$ cat config.mk
export PLATFORM = sky130hd
export DESIGN_NAME = riscv_divider_if
export DESIGN_NICKNAME = d
export VERILOG_FILES = /design/src/rtl/riscv_divider_if_pkg.sv /design/src/rtl/riscv_divider_if_div_core.sv /design/src/rtl/riscv_divider_if.sv
export SDC_FILE = /design/constraint.sdc
export NUM_CORES = 1
export LEC_CHECK = 0
export CORE_ASPECT_RATIO = 0.7
export CORE_MARGIN = 2
export CORE_UTILIZATION = 35
export CTS_BUF_LIST = sky130_fd_sc_hd__clkbuf_8
export DETAILED_ROUTE_END_ITERATION = 7
export GPL_ROUTABILITY_DRIVEN = 1
export PLACE_DENSITY = 0.56
export SYNTH_ARGS = -nofsm -noshare
export SYNTH_HDL_FRONTEND = slang
export SYNTH_SLANG_ARGS = --single-unit
$ cat constraint.sdc
create_clock -name HCLK -period 4.93 [get_ports HCLK]
set_input_delay 1.2325 -clock HCLK [delete_from_list [all_inputs] [get_ports HCLK]]
set_output_delay 1.2325 -clock HCLK [all_outputs]
set_load 0.01 [all_outputs]
$ cat src/rtl/riscv_divider_if_pkg.sv
// Shared definitions for the divider slave: AHB encodings, register map,
// status bit positions and the bus/core state types.
package riscv_divider_if_pkg;

    localparam int unsigned W_BURST = 3;

    localparam logic [1:0] HTRANS_IDLE   = 2'b00;
    localparam logic [1:0] HTRANS_BUSY   = 2'b01;
    localparam logic [1:0] HTRANS_NONSEQ = 2'b10;
    localparam logic [1:0] HTRANS_SEQ    = 2'b11;

    localparam logic [1:0] HRESP_OKAY  = 2'b00;
    localparam logic [1:0] HRESP_ERROR = 2'b01;
    localparam logic [2:0] HSIZE_WORD  = 3'b010;

    localparam logic [31:0] RISCV_DIVIDER_BASE_ADDR = 32'h4000_3000;

    localparam logic [7:0] OFFS_DIVIDEND  = 8'h00;
    localparam logic [7:0] OFFS_DIVISOR   = 8'h04;
    localparam logic [7:0] OFFS_CTRL      = 8'h08;
    localparam logic [7:0] OFFS_STATUS    = 8'h0C;
    localparam logic [7:0] OFFS_QUOTIENT  = 8'h10;
    localparam logic [7:0] OFFS_REMAINDER = 8'h14;

    localparam int unsigned STATUS_BUSY_BIT = 0;
    localparam int unsigned STATUS_DONE_BIT = 1;
    localparam int unsigned STATUS_DBZ_BIT  = 2;
    localparam int unsigned CTRL_START_BIT  = 0;
    localparam int unsigned CTRL_SIGNED_BIT = 1;

    typedef enum logic [1:0] {
        BUS_IDLE = 2'd0,
        BUS_DATA = 2'd1,
        BUS_ERR2 = 2'd2
    } bus_state_e;

    typedef enum logic [1:0] {
        DIV_IDLE = 2'd0,
        DIV_CALC = 2'd1,
        DIV_FIX  = 2'd2
    } div_state_e;

    // Word-sized access to a mapped offset; result registers and STATUS are read-only.
    function automatic logic access_legal(input logic [7:0] offs, input logic write,
                                          input logic [2:0] size);
        return (size == HSIZE_WORD) && (offs <= OFFS_REMAINDER) &&
               !(write && ((offs == OFFS_STATUS) || (offs == OFFS_QUOTIENT) ||
                           (offs == OFFS_REMAINDER)));
    endfunction

endpackage

$ cat src/rtl/riscv_divider_if_div_core.sv
// Iterative restoring divider: one quotient bit per cycle, signs applied in a
// final fix-up cycle. Divide-by-zero skips straight to fix-up.
module riscv_divider_if_div_core
    import riscv_divider_if_pkg::*;
#(
    parameter int DATA_W = 32
) (
    input  logic              HCLK,
    input  logic              HRESETn,
    input  logic              start_i,
    input  logic              signed_i,
    input  logic [DATA_W-1:0] dividend_i,
    input  logic [DATA_W-1:0] divisor_i,
    output logic              busy_o,
    output logic              done_o,
    output logic              dbz_o,
    output logic [DATA_W-1:0] quotient_o,
    output logic [DATA_W-1:0] remainder_o
);

    div_state_e        state_q, state_d;
    logic [5:0]        cnt_q, cnt_d;
    logic [DATA_W-1:0] acc_q, acc_d, rem_q, rem_d, divs_q, divs_d;
    logic [DATA_W-1:0] quot_q, quot_d, remres_q, remres_d;
    logic              negq_q, negq_d, negr_q, negr_d, zero_q, zero_d;
    logic              busy_q, busy_d, done_q, done_d, dbz_q, dbz_d;
    logic [DATA_W:0]   rem_shift_s;
    logic [DATA_W+1:0] diff_s;
    logic              ge_s;

    function automatic logic [DATA_W-1:0] cond_neg(input logic [DATA_W-1:0] v, input logic neg);
        return neg ? ((~v) + DATA_W'(1)) : v;
    endfunction

    assign rem_shift_s = {rem_q, acc_q[DATA_W-1]};
    assign diff_s      = {1'b0, rem_shift_s} - {2'b00, divs_q};
    assign ge_s        = ~diff_s[DATA_W+1];

    // Next-state and datapath update for the IDLE -> CALC -> FIX sequence.
    always_comb begin
        state_d  = state_q;
        cnt_d    = cnt_q;
        acc_d    = acc_q;
        rem_d    = rem_q;
        divs_d   = divs_q;
        negq_d   = negq_q;
        negr_d   = negr_q;
        zero_d   = zero_q;
        done_d   = done_q;
        dbz_d    = dbz_q;
        quot_d   = quot_q;
        remres_d = remres_q;
        case (state_q)
            DIV_IDLE: begin
                if (start_i) begin
                    done_d = 1'b0;
                    dbz_d  = 1'b0;
                    negq_d = signed_i & (dividend_i[DATA_W-1] ^ divisor_i[DATA_W-1]);
                    negr_d = signed_i & dividend_i[DATA_W-1];
                    if (divisor_i == '0) begin
                        zero_d  = 1'b1;
                        rem_d   = dividend_i;
                        state_d = DIV_FIX;
                    end else begin
                        zero_d  = 1'b0;
                        acc_d   = cond_neg(dividend_i, signed_i & dividend_i[DATA_W-1]);
                        divs_d  = cond_neg(divisor_i, signed_i & divisor_i[DATA_W-1]);
                        rem_d   = '0;
                        cnt_d   = 6'(DATA_W - 1);
                        state_d = DIV_CALC;
                    end
                end else begin
                    state_d = DIV_IDLE;
                end
            end
            DIV_CALC: begin
                acc_d = {acc_q[DATA_W-2:0], ge_s};
                rem_d = ge_s ? diff_s[DATA_W-1:0] : rem_shift_s[DATA_W-1:0];
                if (cnt_q == 6'd0) begin
                    state_d = DIV_FIX;
                end else begin
                    cnt_d = cnt_q - 6'd1;
                end
            end
            DIV_FIX: begin
                done_d = 1'b1;
                dbz_d  = zero_q;
                if (zero_q) begin
                    quot_d   = '1;
                    remres_d = rem_q;
                end else begin
                    quot_d   = cond_neg(acc_q, negq_q);
                    remres_d = cond_neg(rem_q, negr_q);
                end
                state_d = DIV_IDLE;
            end
            default: state_d = DIV_IDLE;
        endcase
        busy_d = (state_d != DIV_IDLE);
    end

    // Core state and result registers.
    always_ff @(posedge HCLK or negedge HRESETn) begin
        if (!HRESETn) begin
            state_q  <= DIV_IDLE;
            cnt_q    <= 6'd0;
            acc_q    <= '0;
            rem_q    <= '0;
            divs_q   <= '0;
            negq_q   <= 1'b0;
            negr_q   <= 1'b0;
            zero_q   <= 1'b0;
            busy_q   <= 1'b0;
            done_q   <= 1'b0;
            dbz_q    <= 1'b0;
            quot_q   <= '0;
            remres_q <= '0;
        end else begin
            state_q  <= state_d;
            cnt_q    <= cnt_d;
            acc_q    <= acc_d;
            rem_q    <= rem_d;
            divs_q   <= divs_d;
            negq_q   <= negq_d;
            negr_q   <= negr_d;
            zero_q   <= zero_d;
            busy_q   <= busy_d;
            done_q   <= done_d;
            dbz_q    <= dbz_d;
            quot_q   <= quot_d;
            remres_q <= remres_d;
        end
    end

    assign busy_o      = busy_q;
    assign done_o      = done_q;
    assign dbz_o       = dbz_q;
    assign quotient_o  = quot_q;
    assign remainder_o = remres_q;

endmodule

$ cat src/rtl/riscv_divider_if.sv
// AHB-Lite slave front end for the divider: address/data phase tracking,
// wait-state insertion while the core is busy, two-cycle ERROR responses.
module riscv_divider_if
    import riscv_divider_if_pkg::*;
#(
    parameter int ADDR_W   = 32,
    parameter int DATA_W   = 32,
    parameter int OFFS_MSB = 4
) (
    input  logic               HCLK,
    input  logic               HRESETn,
    input  logic               sl_HREADY,
    input  logic               sl_HSEL,
    input  logic [1:0]         sl_HTRANS,
    input  logic [W_BURST-1:0] sl_HBURST,
    input  logic [2:0]         sl_HSIZE,
    input  logic [ADDR_W-1:0]  sl_HADDR,
    input  logic               sl_HWRITE,
    input  logic [DATA_W-1:0]  sl_HWDATA,
    output logic               out_sl_HREADY,
    output logic [1:0]         out_sl_HRESP,
    output logic [DATA_W-1:0]  out_sl_HRDATA
);

    bus_state_e        state_q, state_d;
    logic [7:0]        offs_q, offs_s;
    logic              write_q, legal_q, signed_q;
    logic [DATA_W-1:0] dividend_q, divisor_q;
    logic              accept_s, capture_s, complete_s, wr_s, start_s, stall_s;
    logic              hready_s;
    logic [1:0]        hresp_s;
    logic [DATA_W-1:0] hrdata_s;
    logic              core_busy_s, core_done_s, core_dbz_s;
    logic [DATA_W-1:0] quot_s, rem_s;
    logic              unused_bits_s;

    assign unused_bits_s = ^{sl_HBURST, sl_HTRANS[0], sl_HADDR[ADDR_W-1:OFFS_MSB+1], sl_HADDR[1:0]};
    assign accept_s      = sl_HSEL & sl_HTRANS[1] & sl_HREADY;
    assign offs_s        = 8'({sl_HADDR[OFFS_MSB:2], 2'b00});
    // STATUS reads are the only access allowed to complete while the core runs.
    assign stall_s       = core_busy_s & ~((offs_q == OFFS_STATUS) & ~write_q);

    // Bus phase sequencing and response generation.
    always_comb begin
        state_d    = state_q;
        hready_s   = 1'b1;
        hresp_s    = HRESP_OKAY;
        complete_s = 1'b0;
        case (state_q)
            BUS_IDLE: state_d = accept_s ? BUS_DATA : BUS_IDLE;
            BUS_DATA: begin
                if (!legal_q) begin
                    hready_s = 1'b0;
                    hresp_s  = HRESP_ERROR;
                    state_d  = BUS_ERR2;
                end else if (stall_s) begin
                    hready_s = 1'b0;
                    state_d  = BUS_DATA;
                end else begin
                    complete_s = 1'b1;
                    state_d    = accept_s ? BUS_DATA : BUS_IDLE;
                end
            end
            BUS_ERR2: begin
                hresp_s = HRESP_ERROR;
                state_d = accept_s ? BUS_DATA : BUS_IDLE;
            end
            default: state_d = BUS_IDLE;
        endcase
    end

    assign capture_s = accept_s & hready_s;
    assign wr_s      = complete_s & write_q;
    assign start_s   = wr_s & (offs_q == OFFS_CTRL) & sl_HWDATA[CTRL_START_BIT];

    // Read data mux, only driven in the completing read cycle.
    always_comb begin
        hrdata_s = '0;
        if (complete_s && !write_q) begin
            case (offs_q)
                OFFS_DIVIDEND:  hrdata_s = dividend_q;
                OFFS_DIVISOR:   hrdata_s = divisor_q;
                OFFS_CTRL:      hrdata_s[CTRL_SIGNED_BIT] = signed_q;
                OFFS_STATUS: begin
                    hrdata_s[STATUS_BUSY_BIT] = core_busy_s;
                    hrdata_s[STATUS_DONE_BIT] = core_done_s;
                    hrdata_s[STATUS_DBZ_BIT]  = core_dbz_s;
                end
                OFFS_QUOTIENT:  hrdata_s = quot_s;
                OFFS_REMAINDER: hrdata_s = rem_s;
                default:        hrdata_s = '0;
            endcase
        end else begin
            hrdata_s = '0;
        end
    end

    // Address-phase capture and register file writes.
    always_ff @(posedge HCLK or negedge HRESETn) begin
        if (!HRESETn) begin
            state_q    <= BUS_IDLE;
            offs_q     <= 8'h00;
            write_q    <= 1'b0;
            legal_q    <= 1'b0;
            signed_q   <= 1'b0;
            dividend_q <= '0;
            divisor_q  <= '0;
        end else begin
            state_q <= state_d;
            if (capture_s) begin
                offs_q  <= offs_s;
                write_q <= sl_HWRITE;
                legal_q <= access_legal(offs_s, sl_HWRITE, sl_HSIZE);
            end
            if (wr_s) begin
                case (offs_q)
                    OFFS_DIVIDEND: dividend_q <= sl_HWDATA;
                    OFFS_DIVISOR:  divisor_q  <= sl_HWDATA;
                    OFFS_CTRL:     signed_q   <= sl_HWDATA[CTRL_SIGNED_BIT];
                    default: begin
                    end
                endcase
            end
        end
    end

    riscv_divider_if_div_core #(
        .DATA_W(DATA_W)
    ) u_core (
        .HCLK       (HCLK),
        .HRESETn    (HRESETn),
        .start_i    (start_s),
        .signed_i   (sl_HWDATA[CTRL_SIGNED_BIT]),
        .dividend_i (dividend_q),
        .divisor_i  (divisor_q),
        .busy_o     (core_busy_s),
        .done_o     (core_done_s),
        .dbz_o      (core_dbz_s),
        .quotient_o (quot_s),
        .remainder_o(rem_s)
    );

    assign out_sl_HREADY = hready_s;
    assign out_sl_HRESP  = hresp_s;
    assign out_sl_HRDATA = hrdata_s;

endmodule

Signal wires on met2:
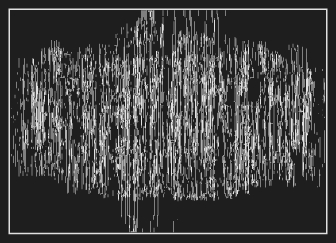
longest straight run: 81.3 µm
wire length on this layer: 21.9 mm
nets with wire on the layer: 1,510
main direction: vertical
Via Count: 13,600
drt total wl: 51.4 mm
met2 Usage GRT: 0.335

M1 wires:
The bar under the picture is 100 µm long.
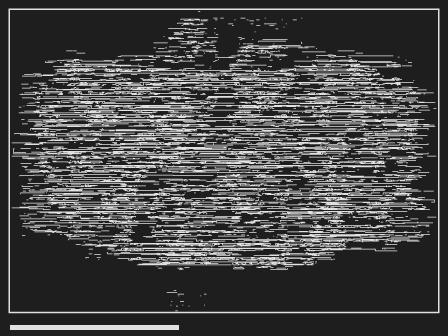
share of all routed wire: 47%
main direction: horizontal
longest straight run: 65.8 µm
nets with wire on the layer: 1,713
wire length on this layer: 24.3 mm

Wiring heat map:
The bar under the picture is 100 µm long. The die is cut into 25 by 18 equal tiles; black is low, pale yellow is high, scaled to the fullest tile. Values are wire area over tile area, all layers added.
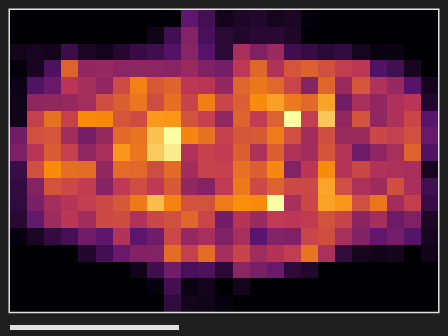
fullest tile: 0.56
nearly empty tiles: 22%
emptiest ninth of the die: south-west
densest ninth of the die: center

Cell area per tile:
The bar under the picture is 100 µm long. The die is cut into 25 by 18 equal tiles; black is low, pale yellow is high, 0 to 100% covered.
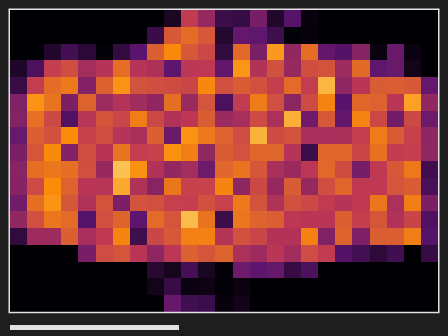
mean over tiles: 37%
tiles over 75% full: 3.6%
nearly empty tiles: 22%
fullest tile: 87%
Finished Core Util: 0.410
core area: 42,600 µm²
FP Util: 0.357

Track usage over the die:
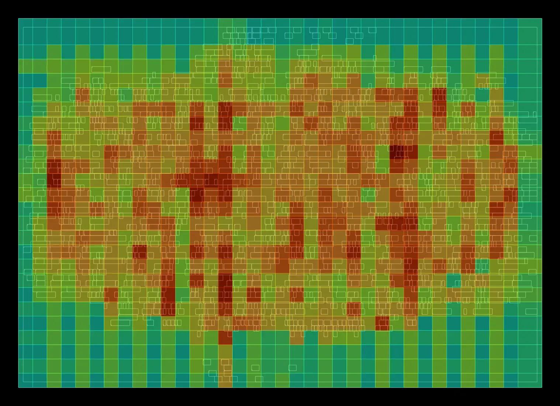
grt met1 use: 0.342
GR met3 Demand/Resource: 0.0368
grt peak-use layer: met1
drt wl/cell: 21.9 µm
Total Routing Usage GR: 0.228

==> metrics by stage <==
step,worst slack [ns],hold slack (ns),power [µW]
final,0.258,0.480,7660
after global routing,0.130,0.501,8130
after CTS,0.205,0.483,7650
after detailed placement,0.857,0.469,5610
after global placement,0.885,0.451,5550
after floorplan,1.67,0.434,4730
==> flip-flops by register name, summed over array words and instances, names as in the netlist, 6 cells and up <==
register / count
divisor_q: 32
dividend_q: 32
u_core.remainder_o: 32
u_core.divs_q: 32
u_core.cnt_q: 6
u_core.quotient_o: 32
u_core.rem_q: 32
u_core.acc_q: 32
==> Yosys cell counts, drive strengths merged (5+ instances only) <==
master / count / area (µm²)
dfrtp: 246 / 6160
nand2: 194 / 728
a21oi: 164 / 821
o21ai: 162 / 811
nor2: 116 / 438
clkbuf: 89 / 334
xnor2: 83 / 727
inv: 71 / 267
a22oi: 68 / 510
mux2: 64 / 721
xor2: 61 / 534
ha: 42 / 526
nor3: 36 / 180
a221oi: 27 / 255
nand3: 27 / 135
mux2i: 26 / 260
o31ai: 24 / 180
a31oi: 20 / 125
buf: 20 / 109
nand2b: 18 / 113
nor4: 17 / 128
o211ai: 15 / 113
nor2b: 14 / 87.6
or3: 13 / 81.3
a211oi: 9 / 67.6
or4: 9 / 71.3
and2: 8 / 50.1
nand4: 8 / 50.1
a21o: 7 / 52.6
o41ai: 7 / 68.8
and3: 5 / 31.3
o21a: 5 / 37.5
==> worst max-delay path, cell delays in order (launching register included) <==
cell and delay [ns]:
dfrtp_1 0.40, inv_1 0.09, ha_1 0.25, nand2_1 0.09
or3_1 0.44, or2_2 0.60, a21oi_1 0.37, clkdlybuf4s50_1 0.61
==> worst paths after layout <==
kind                                    endpoint  slack, ns
max in group asynchronous       u_core.rem_q[18]       3.19
setup reg to reg                u_core.acc_q[17]       1.23
setup / recovery               out_sl_HRDATA[12]       0.26
hold reg to reg            u_core.remainder_o[2]       0.48
min in group asynchronous          divisor_q[22]       0.77
hold / removal             u_core.remainder_o[2]       0.48
==> area by class of cell <==
class	instances	area share
Clock buffer	56	0.0442
Clock inverter	15	0.00667
Inverter	71	0.0153
Multi-Input combinational cell	1295	0.481
Sequential cell	246	0.353
Tap cell	552	0.0396
Timing Repair Buffer	111	0.0605
==> power by group through the flow <==
stage | combinational [µW] | sequential, µW | clock, µW
2_1_floorplan | 2140 | 2590 | 0
3_3_place_gp | 2790 | 2760 | 0
3_5_place_dp | 2840 | 2770 | 0
4_1_cts | 2860 | 2730 | 2060
5_1_grt | 3190 | 2790 | 2150
6_report | 2900 | 2750 | 2020
==> layer usage <==
layer / vias to the layer above / share of wire / track usage
met5: - / 0 / 0
met4: 0 / 0.024 / 0.0639
met3: 85 / 0.079 / 0.0368
met2: 592 / 0.43 / 0.335
met1: 6718 / 0.47 / 0.342
li1: 6248 / - / -
==> logic make-up after synthesis <==
kind of cell	synth area share
other	0.000247
adders and majority gates	0.0359
AOI/OAI and AO/OA	0.214
muxes	0.0675
xor gates and xnor gates	0.0830
and+or+nand+nor	0.148
buffers and inverters	0.0467
DFF	0.405
==> Slide: Implementation Results <==
Key Metrics from the Run

STA
  • Tmin final: 4.67 ns
  • Final Hold Vio Count: 0
  • RSZ-0062 raised after global routing: no
  • Setup Skew: 0.0209 ns
  • Slew @ Worst Pin: 1.24 ns
  • Max_slew headroom: 0.165
  • Max-slew violation count: 0
  • Fmax: 0.214 GHz

Synthesis
  • Mapped Area: 15,200 µm²
  • Sequential fraction of the synthesis area: 0.405
  • Post-synth EDFFs: 0
  • Yosys stat cell total: 1,721
  • Yosys chip area: 15,200 µm²
  • Gate Count Post-Synth: 1,721
  • Mapped Avg Cell Area: 8.83 µm²
  • Syn nets: 1,841

Routing
  • Final ANT Viol Nets: 0
  • DR iter-0 viols: 1,326

Global route
  • First-pass GRT wire length: 78.4 mm
  • Initial antenna violation count: 0
  • Grt ovf: 0
  • Largest net degree at the start of global routing: 123
  • Vias in the first global route: 12,900

Worst hold path
  • Hold Crit Class: flop to flop
  • Hold path start: u_core.remainder_o[2]

Layout
  • Comb area: 8390 µm²
  • Top cell excl fill/tap: dfrtp_1
  • Antenna Cells: 0
  • Most numerous logic cells after layout: dfrtp_1 (246), nand2_1 (194), a21oi_1 (163)
  • Finished Cell Area: 17,400 µm²
  • # fillers: 4,301
  • Layout area overhead: 14.8%

Power and ir drop
  • Pwr dens: 439 nW/µm²
  • Psw: 3080 µW
  • Seq pwr share: 0.358
  • Max VDD drop: 195 µV
  • Switching share of power: 0.402
  • Combinational power share: 0.378
  • Internal power: 4580 µW
  • Clk pwr share: 0.264

Place
  • HPWL reported at the end of detailed placement: 36.9 mm
  • Gpl congestion: 0.901

Setup path
  • CP Max Fanout: 29
  • R2R depth: 11
  • Crit path required time: 3.70 ns
  • Worst R2R Start: state_q[1]
  • Critical Path End Type: primary output
  • CP Data Arrival Time: 3.44 ns

Clocking
  • CTS sink cnt: 246
  • Clock latency at the later pin of the worst-skew pair: 0.60 ns
  • CTS Hold Buffers Added: 0
  • TritonCTS Buffers: 41
  • CTS root buf: clkbuf_8
  • Number of setup buffers added after CTS: 0

Job
  • Max_cap viols: 0

Floorplan
  • Row Count: 63
  • Die Y: 178 µm
  • Die Width: 253 µm
  • Top-Level Pins: 112

Run status
  • Status: finished clean
Power figures rest on the tool's default switching activity, not on a simulated workload.
